`src/rtl/hist_eq_pkg.sv`:
```
// hist_eq_pkg: constants and types shared by the histogram equalizer stages.
// Holds the tag that marks a valid scratchpad entry, the default bin count,
// the count/cdf widths and the CDF sweep FSM state encoding.
package hist_eq_pkg;

  // Scratchpad entries carry this tag in bits [31:16] when they are valid.
  localparam logic [15:0] HIST_TAG = 16'hAAAA;

  localparam int NUM_BINS = 256;
  localparam int COUNT_W  = 16;
  localparam int CDF_W    = 17;
  localparam int ADDR_W   = 16;
  localparam int DATA_W   = 128;

  typedef enum logic [1:0] {
    IDLE  = 2'd0,
    READ  = 2'd1,
    DRAIN = 2'd2,
    DONE  = 2'd3
  } hist_state_t;

  // A bin that was never written is untagged and contributes nothing.
  function automatic logic [COUNT_W-1:0] tagged_count(input logic [31:0] entry);
    return (entry[31:16] == HIST_TAG) ? entry[15:0] : '0;
  endfunction

endpackage

```
`src/rtl/hist_cdf_scale.sv`:
```
// hist_cdf_scale: maps a cumulative count to an 8-bit equalized level.
//   eq = (cdf * 255) >> pixel_count_log2, clamped to 0xFF.
// Ports:
//   cdf               in  17  cumulative count including the current bin
//   pixel_count_log2  in  5   log2 of the pixel count of the image
//   eq                out 8   equalized output level
module hist_cdf_scale (
  input  logic [16:0] cdf,
  input  logic [4:0]  pixel_count_log2,
  output logic [7:0]  eq
);

  logic [24:0] product;
  logic [24:0] shifted;

  always_comb begin
    // x*255 as (x<<8)-x; 17+8 bits cannot overflow 25 bits.
    product = {cdf, 8'b0} - {8'b0, cdf};
    shifted = product >> pixel_count_log2;
    // Oversized or corrupt histograms saturate instead of wrapping.
    eq      = (|shifted[24:8]) ? 8'hFF : shifted[7:0];
  end

endmodule

```
`src/rtl/hist_cdf_pipeline.sv`:
```
// hist_cdf_pipeline: sweeps every histogram bin of m2, accumulates the CDF and
// writes the equalization mapping table into m3.
// Optional feature: define HIST_CLEAR_EN to clear each m2 bin right after its
// data has been consumed, leaving m2 untagged for the next frame.
// Ports:
//   clock        in   1    system clock
//   rst_n        in   1    asynchronous active-low reset
//   start        in   1    begins a sweep when idle or done
//   m2ReadVal    in   128  m2 data for the previous cycle's m2ReadAddr
//   m2ReadAddr   out  16   bin being read
//   m2WriteAddr  out  16   bin being cleared (HIST_CLEAR_EN only)
//   m2WriteVal   out  128  always zero
//   m2WE         out  1    m2 clear strobe
//   m3WriteAddr  out  16   bin index of the mapping entry
//   m3WriteVal   out  128  {96'b0, tag, 8'h00, eq}
//   m3WE         out  1    m3 write strobe
//   done         out  1    sweep complete
module hist_cdf_pipeline #(
  parameter int NUM_BINS         = hist_eq_pkg::NUM_BINS,
  parameter int PIXEL_COUNT_LOG2 = 6
) (
  input  logic         clock,
  input  logic         rst_n,
  input  logic         start,
  input  logic [127:0] m2ReadVal,
  output logic [15:0]  m2ReadAddr,
  output logic [15:0]  m2WriteAddr,
  output logic [127:0] m2WriteVal,
  output logic         m2WE,
  output logic [15:0]  m3WriteAddr,
  output logic [127:0] m3WriteVal,
  output logic         m3WE,
  output logic         done
);
  import hist_eq_pkg::*;

  localparam logic [ADDR_W-1:0] LAST_ADDR = ADDR_W'(NUM_BINS - 1);

  hist_state_t state_reg, state_next;

  logic [ADDR_W-1:0]  rd_addr_reg;
  logic               drain_cnt_reg;
  logic               rd_valid_reg;      // m2ReadVal holds data for rd_addr_d1_reg
  logic [ADDR_W-1:0]  rd_addr_d1_reg;
  logic [CDF_W-1:0]   cdf_reg;
  logic [CDF_W-1:0]   cdf_next;
  logic [COUNT_W-1:0] count;
  logic [7:0]         eq;
  logic               m3_we_reg;
  logic [ADDR_W-1:0]  m3_addr_reg;
  logic [DATA_W-1:0]  m3_val_reg;
  logic               issue;
  logic               sweep_start;
  logic               unused_read_bits;

  // State register
  always_ff @(posedge clock or negedge rst_n) begin
    if (!rst_n) state_reg <= IDLE;
    else        state_reg <= state_next;
  end

  // Next-state logic
  always_comb begin
    state_next = state_reg;
    case (state_reg)
      IDLE:  if (start) state_next = READ;
      READ:  if (rd_addr_reg == LAST_ADDR) state_next = DRAIN;
      DRAIN: if (drain_cnt_reg) state_next = DONE;
      DONE:  if (start) state_next = READ;
      default: state_next = IDLE;
    endcase
  end

  // FSM outputs
  always_comb begin
    issue       = (state_reg == READ);
    done        = (state_reg == DONE);
    sweep_start = start && ((state_reg == IDLE) || (state_reg == DONE));
  end

  // Bin count of the entry returned this cycle and the CDF including it.
  assign count    = tagged_count(m2ReadVal[31:0]);
  assign cdf_next = cdf_reg + CDF_W'(count);
  assign unused_read_bits = ^m2ReadVal[127:32];

  hist_cdf_scale u_scale (
    .cdf              (cdf_next),
    .pixel_count_log2 (5'(PIXEL_COUNT_LOG2)),
    .eq               (eq)
  );

  // Address generation, CDF accumulation and m3 write pipeline.
  always_ff @(posedge clock or negedge rst_n) begin
    if (!rst_n) begin
      rd_addr_reg    <= '0;
      drain_cnt_reg  <= 1'b0;
      rd_valid_reg   <= 1'b0;
      rd_addr_d1_reg <= '0;
      cdf_reg        <= '0;
      m3_we_reg      <= 1'b0;
      m3_addr_reg    <= '0;
      m3_val_reg     <= '0;
    end else begin
      if (sweep_start)
        rd_addr_reg <= '0;
      else if (issue)
        rd_addr_reg <= (rd_addr_reg == LAST_ADDR) ? '0 : rd_addr_reg + 1'b1;

      drain_cnt_reg  <= (state_reg == DRAIN) ? ~drain_cnt_reg : 1'b0;
      rd_valid_reg   <= issue;
      rd_addr_d1_reg <= rd_addr_reg;

      if (sweep_start)
        cdf_reg <= '0;
      else if (rd_valid_reg)
        cdf_reg <= cdf_next;

      m3_we_reg <= rd_valid_reg;
      if (rd_valid_reg) begin
        m3_addr_reg <= rd_addr_d1_reg;
        m3_val_reg  <= {96'b0, HIST_TAG, 8'h00, eq};
      end
    end
  end

  assign m2ReadAddr  = rd_addr_reg;
  assign m3WE        = m3_we_reg;
  assign m3WriteAddr = m3_addr_reg;
  assign m3WriteVal  = m3_val_reg;

`ifdef HIST_CLEAR_EN
  // Clear bin i while its data is being consumed; m2 is dual-port so this
  // runs alongside the read of bin i+1.
  assign m2WE        = rd_valid_reg;
  assign m2WriteAddr = rd_valid_reg ? rd_addr_d1_reg : '0;
  assign m2WriteVal  = '0;
`else
  assign m2WE        = 1'b0;
  assign m2WriteAddr = '0;
  assign m2WriteVal  = '0;
`endif

endmodule

```
`config.mk`:
```
export PLATFORM = sky130hd
export DESIGN_NAME = hist_cdf_pipeline
export DESIGN_NICKNAME = d
export VERILOG_FILES = /design/src/rtl/hist_eq_pkg.sv /design/src/rtl/hist_cdf_scale.sv /design/src/rtl/hist_cdf_pipeline.sv
export SDC_FILE = /design/constraint.sdc
export NUM_CORES = 1
export LEC_CHECK = 0
export CORE_AREA = 2 2 170 172
export DETAILED_ROUTE_END_ITERATION = 7
export DIE_AREA = 0 0 172 174
export GPL_TIMING_DRIVEN = 1
export SLEW_MARGIN = 10
export SYNTH_ARGS = -nofsm -noshare
export SYNTH_HDL_FRONTEND = slang
export SYNTH_SLANG_ARGS = --single-unit
```
`constraint.sdc`:
```
create_clock -name clock -period 6.95 [get_ports clock]
set_input_delay 1.7375 -clock clock [delete_from_list [all_inputs] [get_ports clock]]
set_output_delay 1.7375 -clock clock [all_outputs]
set_load 0.005 [all_outputs]
```
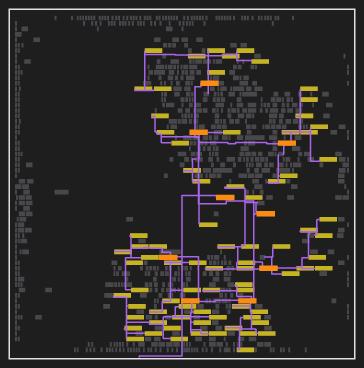
Fig. 1. Clock distribution.
Scale: 2 px per um.
[purple] clock wires | length: 1,280 um
[yellow] flip-flops | count: 79
[orange] cells driving clock nets | count: 9
routed clock nets: 10
Late-Pin Clk Latency: 0.35 ns
clock group share of total power: 29.9%

==> impl_metrics.tcl <==
# place-and-route summary
set metrics [dict create \
    io_pins 438 \
    path_clk_slew_ns 0.07 \
    track_usage_pct 8.746 \
    std_cell_rows 62 \
    ctsHoldBuffers 0 \
    post_dp_cell_area_um2 7048 \
    period_needed_ns 6.538 \
    outcome "finished, final reports clean" \
    cts_setup_buffers 0 \
    root_buffer "clkbuf_16" \
    holdWs_ns 0.4087 \
    synthMuxAreaShare_pct 4.466 \
    grt_max_degree 80 \
    slew_viol_final 0 \
    rsz0062_at_grt "no" \
    cts_inserted_buffers 9 \
    cpPeakStageDelay_ns 0.50 \
    crit_cells 23 \
    synthCells 726 \
    wl_met3_mm 1.214 \
    pre_cts_slack_ns -0.2539 \
    intPower_mw 1.082 \
    slowest_stage "clkdlybuf4s50_1" \
    comb_power_share_pct 36.5 \
    worst_slew_pin_slew_ns 1.065 \
    cp_cell_sequence "clkdlybuf4s50_1 -> nor4bb_1 -> and4_1 -> buf_12 -> and2_1 -> ha_1 -> inv_1 -> fa_1 -> nand2b_1 -> a211oi_2 -> o21ai_2 -> a31oi_1 -> o21ai_0 -> a21oi_2 -> xor2_2 -> inv_1 -> ha_1 -> a211oi_1 -> a31oi_1 -> a311o_1 -> nor4_4 -> buf_4 -> a31oi_1" \
    swShare_pct 35.91 \
    core-area_um2 28240 \
    p_total_mw 1.688 \
    via_per_inst 3.644 \
    relSlewSlack_pct 29.03 \
    grt_pass1_vias 3809 \
    min_period_over_period_pct 94.07 \
    xor_share_pct 3.388 \
    cts_tree "yes" \
    dr.pass1.iters 4 \
    drc 0 \
    mostFrequentLayoutCells "conb_1 (257), clkdlybuf4s50_1 (83), dfrtp_1 (78)" \
    adder_share_pct 5.698 \
    path_class "primary input to flip-flop" \
    chip_area_um2 29930 \
    cts.sinks 79 \
    worstPathRequired_ns 7.18 \
    die_w_um 172 \
    cts_resized 0 \
    final_cells 1227 \
    crit_family "AND-OR/OR-AND gates" \
    final_common_cell "conb_1" \
    die_h_um 174 \
    synth_area_um2 6500 \
    warnings 125 \
    ys.flop_type "dfrtp_1" \
    min_path_cells 1 \
    cp.buffers_inverters 5 \
    clock_skew_ns 0.006725 \
    hold_violations 0 \
    wl_per_cell_um 11.16 \
    fin_setup_tns_ns 0 \
    grt-busiest-layer "met2" \
    largest_register_ffs 17 \
    worstPathArrival_ns 6.77 \
]
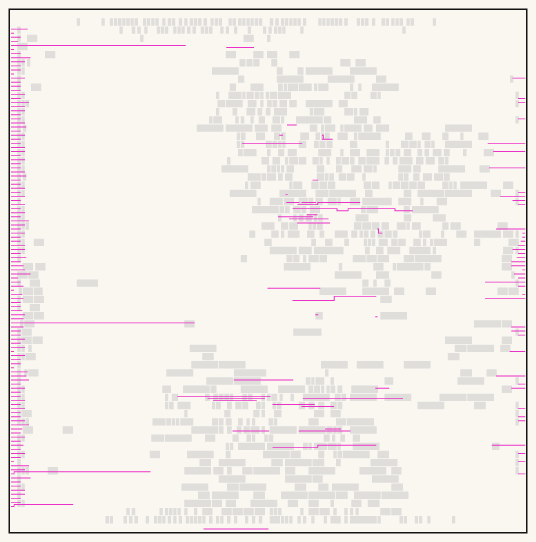
Fig. 2. The metal 3 layer.
Scale: 3 px per um.
wire length on this layer: 1,210 um
longest straight run: 60.9 um
share of all routed wire: 8.9%
vias post-DR: 4,471
M3 GR Usage: 2.413%
WL final: 13.69 mm

==> power groups by stage <==
stage                     sequential [mW]  clock, mW  combinational [mW]
after CTS                           0.568      0.526               0.623
final                               0.567      0.505               0.616
after global routing                0.575      0.542               0.691
after floorplan                     0.566          0               0.505
after global placement              0.575          0               0.614
after detailed placement            0.577          0               0.622
==> cells in the mapped netlist, types with 5 or more instances <==
master / instances / area (um2)
nor3_1: 5 / 25.02
xor2_1: 11 / 96.34
mux2i_1: 11 / 110.1
nor2b_1: 5 / 31.28
dfrtp_1: 79 / 1977
nand4_1: 7 / 43.79
nor2_1: 55 / 206.5
ha_1: 28 / 350.3
and3_1: 9 / 56.30
xnor2_1: 11 / 96.34
buf_4: 264 / 1982
o21ai_0: 33 / 165.2
nand2_1: 33 / 123.9
a21oi_1: 28 / 140.1
mux2_2: 16 / 180.2
inv_1: 18 / 67.56
and2_1: 18 / 112.6
nand3_1: 8 / 40.04
a31oi_1: 16 / 100.1
clkbuf_1: 13 / 48.80
==> worst min-delay path by stage <==
| stage | startpoint | endpoint | slack [ns] |
|---|---|---|---|
| 4_1_cts | drain_cnt_reg | drain_cnt_reg | 0.41 |
| 6_report | drain_cnt_reg | drain_cnt_reg | 0.41 |
| 3_5_place_dp | drain_cnt_reg | drain_cnt_reg | 0.40 |
| 2_1_floorplan | rd_valid_reg | m3WE | 0.35 |
| 5_1_grt | drain_cnt_reg | drain_cnt_reg | 0.42 |
| 3_3_place_gp | drain_cnt_reg | drain_cnt_reg | 0.40 |
==> final cells by class <==
class	instances	share of cell area (%)
multi-input combinational	606	45.95
sequential	79	26.81
timing repair buffer	124	15.60
tap	384	6.511
clock buffer	9	3.052
clock inverter	7	1.170
inverter	18	0.9156
Power is estimated from default activity; no workload was simulated.
